==> config.mk <==
export PLATFORM = sky130hd
export DESIGN_NAME = sfp_seq_ctrl
export DESIGN_NICKNAME = d
export VERILOG_FILES = /design/src/rtl/sfp_seq_ctrl.sv
export SDC_FILE = /design/constraint.sdc
export NUM_CORES = 1
export LEC_CHECK = 0
export CORE_MARGIN = 3
export CORE_UTILIZATION = 36
export CTS_CLUSTER_DIAMETER = 50
export DETAILED_ROUTE_END_ITERATION = 12
export PLACE_DENSITY = 0.83
export REMOVE_ABC_BUFFERS = 1
export SLEW_MARGIN = 40
export SYNTH_ARGS = -nofsm -noshare
export SYNTH_HDL_FRONTEND = slang
export SYNTH_SLANG_ARGS = --single-unit
==> constraint.sdc <==
create_clock -name clk -period 2.6 [get_ports clk]
set_input_delay 0.65 -clock clk [delete_from_list [all_inputs] [get_ports clk]]
set_output_delay 0.65 -clock clk [all_outputs]
set_load 0.01 [all_outputs]
==> src/rtl/sfp_seq_ctrl.sv <==
// sfp_seq_ctrl: job sequencer for the 8-row SFP array.
// One start pulse runs an ADD sweep, then a DIV sweep, then streams each row's
// result out over a valid/ready port and pulses done.
// Optional build macro SFP_CTRL_PERF_EN adds the 16-bit saturating job cycle counter;
// without it cycle_cnt is tied to zero.
module sfp_seq_ctrl #(
    parameter int col     = 8,
    parameter int bw      = 8,
    parameter int bw_psum = 2*bw+4,
    parameter int OPW     = 5,
    parameter int IDXW    = 3
) (
    input  logic                clk,
    input  logic                reset,
    input  logic                start,
    output logic                busy,
    output logic                done,
    output logic [OPW+IDXW-1:0] inst,
    input  logic [bw_psum-1:0]  sfp_rd,
    output logic                out_valid,
    input  logic                out_ready,
    output logic [bw_psum-1:0]  out_data,
    output logic [IDXW-1:0]     out_idx,
    output logic [15:0]         cycle_cnt
);

    typedef enum logic [2:0] {
        S_IDLE,
        S_ADD,
        S_SET1,
        S_DIV,
        S_SET2,
        S_READ,
        S_DONE
    } state_t;

    // r is one bit wider than the row index so col = 2**IDXW never wraps
    localparam logic [IDXW:0]  R_LAST   = (IDXW+1)'(col - 1);
    localparam logic [OPW-1:0] DIV_BASE = OPW'(col + 1);

    state_t                state_q, state_d;
    logic [IDXW:0]         r_q, r_d;
    logic [OPW+IDXW-1:0]   inst_q, inst_d;
    logic                  busy_q, busy_d;
    logic                  done_q, done_d;
    logic                  valid_q, valid_d;
    logic [IDXW-1:0]       idx_q, idx_d;

    // State, row counter and registered outputs
    always_ff @(posedge clk) begin
        if (reset) begin
            state_q <= S_IDLE;
            r_q     <= '0;
            inst_q  <= '0;
            busy_q  <= 1'b0;
            done_q  <= 1'b0;
            valid_q <= 1'b0;
            idx_q   <= '0;
        end else begin
            state_q <= state_d;
            r_q     <= r_d;
            inst_q  <= inst_d;
            busy_q  <= busy_d;
            done_q  <= done_d;
            valid_q <= valid_d;
            idx_q   <= idx_d;
        end
    end

    // Next state and row counter
    always_comb begin
        state_d = state_q;
        r_d     = r_q;
        case (state_q)
            S_IDLE: begin
                if (start) begin
                    state_d = S_ADD;
                    r_d     = '0;
                end
            end
            S_ADD: begin
                if (r_q == R_LAST) begin
                    state_d = S_SET1;
                    r_d     = '0;
                end else begin
                    r_d = r_q + 1'b1;
                end
            end
            S_SET1: begin
                state_d = S_DIV;
                r_d     = '0;
            end
            S_DIV: begin
                if (r_q == R_LAST) begin
                    state_d = S_SET2;
                    r_d     = '0;
                end else begin
                    r_d = r_q + 1'b1;
                end
            end
            S_SET2: begin
                state_d = S_READ;
                r_d     = '0;
            end
            S_READ: begin
                if (valid_q && out_ready) begin
                    if (r_q == R_LAST) begin
                        state_d = S_DONE;
                        r_d     = '0;
                    end else begin
                        r_d = r_q + 1'b1;
                    end
                end
            end
            S_DONE: begin
                state_d = S_IDLE;
                r_d     = '0;
            end
            default: begin
                state_d = S_IDLE;
                r_d     = '0;
            end
        endcase
    end

    // Outputs decoded from the next state so they appear registered in that state's cycle
    always_comb begin
        inst_d  = '0;
        busy_d  = 1'b0;
        done_d  = 1'b0;
        valid_d = 1'b0;
        idx_d   = '0;
        case (state_d)
            S_ADD: begin
                inst_d[OPW-1:0] = OPW'(r_d) + OPW'(1);
                busy_d          = 1'b1;
            end
            S_DIV: begin
                inst_d[OPW-1:0] = OPW'(r_d) + DIV_BASE;
                busy_d          = 1'b1;
            end
            S_SET1, S_SET2: begin
                busy_d = 1'b1;
            end
            S_READ: begin
                inst_d[OPW+IDXW-1:OPW] = r_d[IDXW-1:0];
                busy_d                 = 1'b1;
                valid_d                = 1'b1;
                idx_d                  = r_d[IDXW-1:0];
            end
            S_DONE: begin
                done_d = 1'b1;
            end
            default: ;
        endcase
    end

    assign inst      = inst_q;
    assign busy      = busy_q;
    assign done      = done_q;
    assign out_valid = valid_q;
    assign out_idx   = idx_q;
    assign out_data  = valid_q ? sfp_rd : '0;

`ifdef SFP_CTRL_PERF_EN
    logic [15:0] cnt_q, cnt_d;

    // Cleared on accepted start, counts busy cycles, saturates, holds when idle
    always_comb begin
        cnt_d = cnt_q;
        if (state_q == S_IDLE && start) begin
            cnt_d = '0;
        end else if (busy_q && cnt_q != '1) begin
            cnt_d = cnt_q + 16'd1;
        end
    end

    // Cycle counter register
    always_ff @(posedge clk) begin
        if (reset) begin
            cnt_q <= '0;
        end else begin
            cnt_q <= cnt_d;
        end
    end

    assign cycle_cnt = cnt_q;
`else
    assign cycle_cnt = '0;
`endif

endmodule
==> results_slide.txt <==
Synthesis and Place & Route Summary

Synth
  • Post-Syn Area: 1120 um2
  • Asr flop ratio synth: 0%
  • Yosys chip area: 1120 um2
  • Yosys top cell area share: 32.1%
  • Post-synth EDFFs: 0
  • Yosys cell count: 135
  • Post-Syn Instances: 135
  • Seq/Total Area, Yosys: 32.1%
  • Syn avg cell area: 8.31 um2
  • Dominant flop cell: dfxtp_1
  • Top-count cell post-synth: and2_1
  • Top cells, area: dfxtp_1, and2_1, buf_4, nor2_1, ha_1

Pwr
  • Peak VDD IR: 0.249 mV
  • Sequential fraction of design power: 51.0%
  • Pint: 0.428 mW
  • Leakage: 0.739 nW
  • Post-layout power: 0.566 mW

Final timing
  • Setup TNS: 0 ns
  • Final Skew: 0.00560 ns
  • Fmax: 0.413 GHz
  • WHS: 0.637 ns
  • Final Hold Vio Count: 0
  • Min cycle time layout: 2.42 ns
  • Crit share post-route: 93.2%

Floorplan
  • IO Pins: 74
  • Initial Util: 39.3%

GRT
  • Pin count of the biggest net entering global routing: 17
  • Grt total ovfl: 0
  • All-layer global routing usage: 14.4%

CTS
  • CTS H-tree lvls: 1
  • Clock sink count: 18

Route
  • DRT antenna net count: 0

Finish
  • ANT cells: 0
  • Fin area: 1730 um2

Flow run
  • Count of tool warnings: 25

Setup path
  • Startpoint types: input pin
  • R2R Setup Slk: 0.21 ns
  • Crit end category: output port

Status
  • Status: completed

Min path
  • HP Class: reg -> reg

Placement
  • Placed Area: 1660 um2
==> logic make-up (layout without fill, tap and decap cells) <==
| logic type | count (synthesis) | after routing | synth area share (%) |
|---|---|---|---|
| simple gates | 61 | 61 | 30.7 |
| buf+inv | 29 | 74 | 17.8 |
| compound gates | 19 | 19 | 12.4 |
| flops | 18 | 18 | 32.1 |
| fa+ha+maj | 4 | 4 | 4.24 |
| xor+xnor | 2 | 2 | 1.56 |
| other cells | 1 | 16 | 0.334 |
| mux | 1 | 1 | 0.892 |
==> layer usage <==
metal / part of all wire [%] / wire length (um) / GRT usage [%]
met5: 0 / 0 / 0
met3: 6.8 / 197 / 2.27
met4: 0.28 / 8 / 3.64
met2: 52 / 1510 / 27.5
met1: 41 / 1170 / 16.6
==> what timing repair did <==
| action | 4_1_cts | 5_1_grt |
|---|---|---|
| setup buffers | 0 | 1 |
| setup endpoints to repair | 1 | 1 |
| cloned | 0 | 0 |
| pin swaps | 0 | 2 |
| gates resized | 1 | 4 |
==> final timing paths <==
| path | startpoint | end |
|---|---|---|
| worst min register to register | out_valid$_SDFF_PP0_ | done$_SDFF_PP0_ |
| worst max register to register | state_q[1]$_SDFF_PP0_ | inst[3]$_SDFF_PP0_ |
| worst max-delay path | sfp_rd[3] | out_data[3] |
| worst min-delay path | out_valid$_SDFF_PP0_ | done$_SDFF_PP0_ |
==> critical path, stage by stage <==
cell and delay [ns]:
clkdlybuf4s50_1 0.46, and2_1 0.13, clkdlybuf4s50_1 0.54
==> state kept, by name (all words and copies together) (netlist names) <==
name and cells:
busy 1, r_q 4, state_q 3, out_valid 1, done 1, out_idx 3, inst 5
==> placed cells by master, fill, tap and decap left out, types with 2 or more instances in the layout <==
master | synthesis | layout
dlymetal6s2s_1 | 0 | 2
ha_1 | 3 | 3
nor2_1 | 13 | 13
conb_1 | 1 | 16
o21ai_0 | 2 | 2
buf_4 | 20 | 9
nand3_1 | 2 | 2
dfxtp_1 | 18 | 18
nand2_1 | 6 | 6
xnor2_1 | 2 | 2
clkbuf_4 | 0 | 3
a22oi_1 | 2 | 2
clkdlybuf4s50_1 | 0 | 55
inv_1 | 4 | 4
o22a_1 | 2 | 2
and2_1 | 25 | 25
nand2b_1 | 2 | 2
nor3_1 | 3 | 3
a21oi_1 | 3 | 3
==> final cells by class <==
class | count | share of cell area, %
repair buffers | 66 | 37.3
multi-input cells | 103 | 36.6
flip-flops and latches | 18 | 20.9
well taps | 31 | 2.25
clock buffers | 4 | 2.10
inverters | 4 | 0.870
==> through the flow <==
step	worst slack (ns)	cells
6_report	0.177	226
2_1_floorplan	0.207	125
4_1_cts	0.00136	225
5_1_grt	0.0872	226
3_5_place_dp	-0.321	221
3_3_place_gp	-0.214	221
==> power groups by stage <==
stage,combinational [mW],clock (mW),sequential (mW)
after detailed placement,0.101,0,0.295
after global routing,0.113,0.184,0.290
final,0.104,0.173,0.289
after global placement,0.0986,0,0.294
after floorplan,0.0400,0,0.296
after CTS,0.102,0.177,0.289
==> images/congestion.png <==
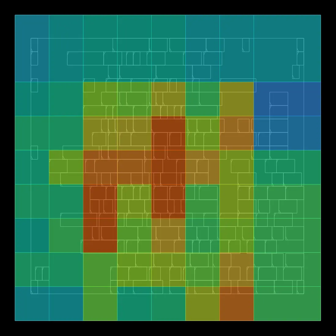
Wirelength per Cell: 12.7 um
Final Util: 60.5%
met1 Track Usage GR: 16.6%
grt peak-use layer: met2
global routing usage on met2: 27.5%

==> images/wires.png <==
Bar = 20 um.
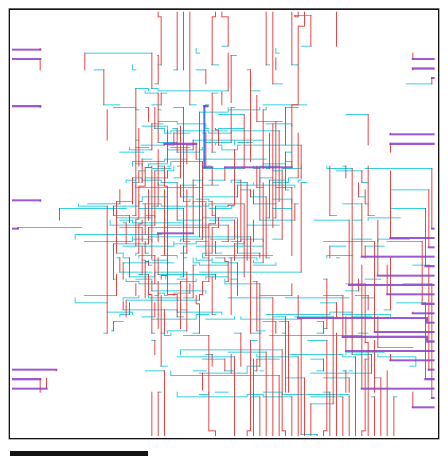
| layer | colour | wire length |
|---|---|---|
| metal 3 | purple | 198 um |
| metal 4 | blue | 8.80 um |
| metal 2 | red | 1510 um |
| metal 1 | cyan | 1170 um |

==> images/flops_by_reg.png <==
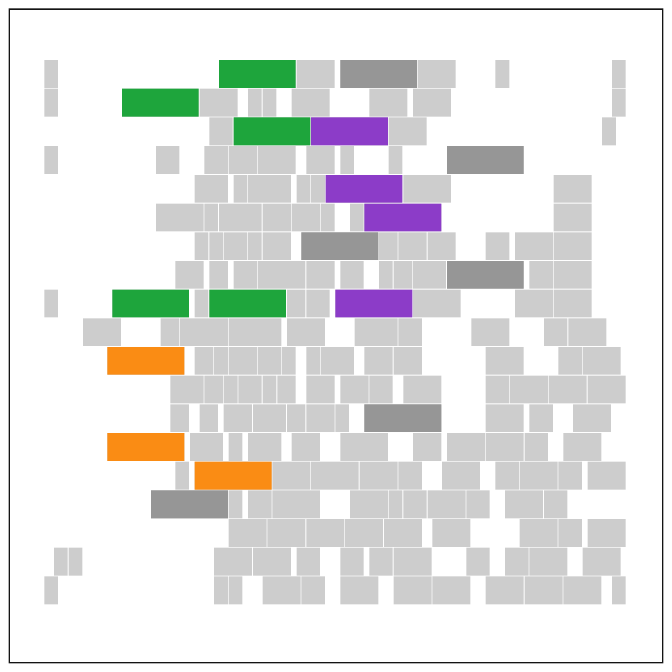
| signal | colour | placed flops |
|---|---|---|
| r_q | purple | 4 |
| inst | green | 5 |
| state_q | orange | 3 |
not coloured: 6
Seq power: 0.289 mW
flop share of the area: 20.9%
FF+latch area: 360 um2

No activity file was given, so power comes from the tool's default toggle rates.
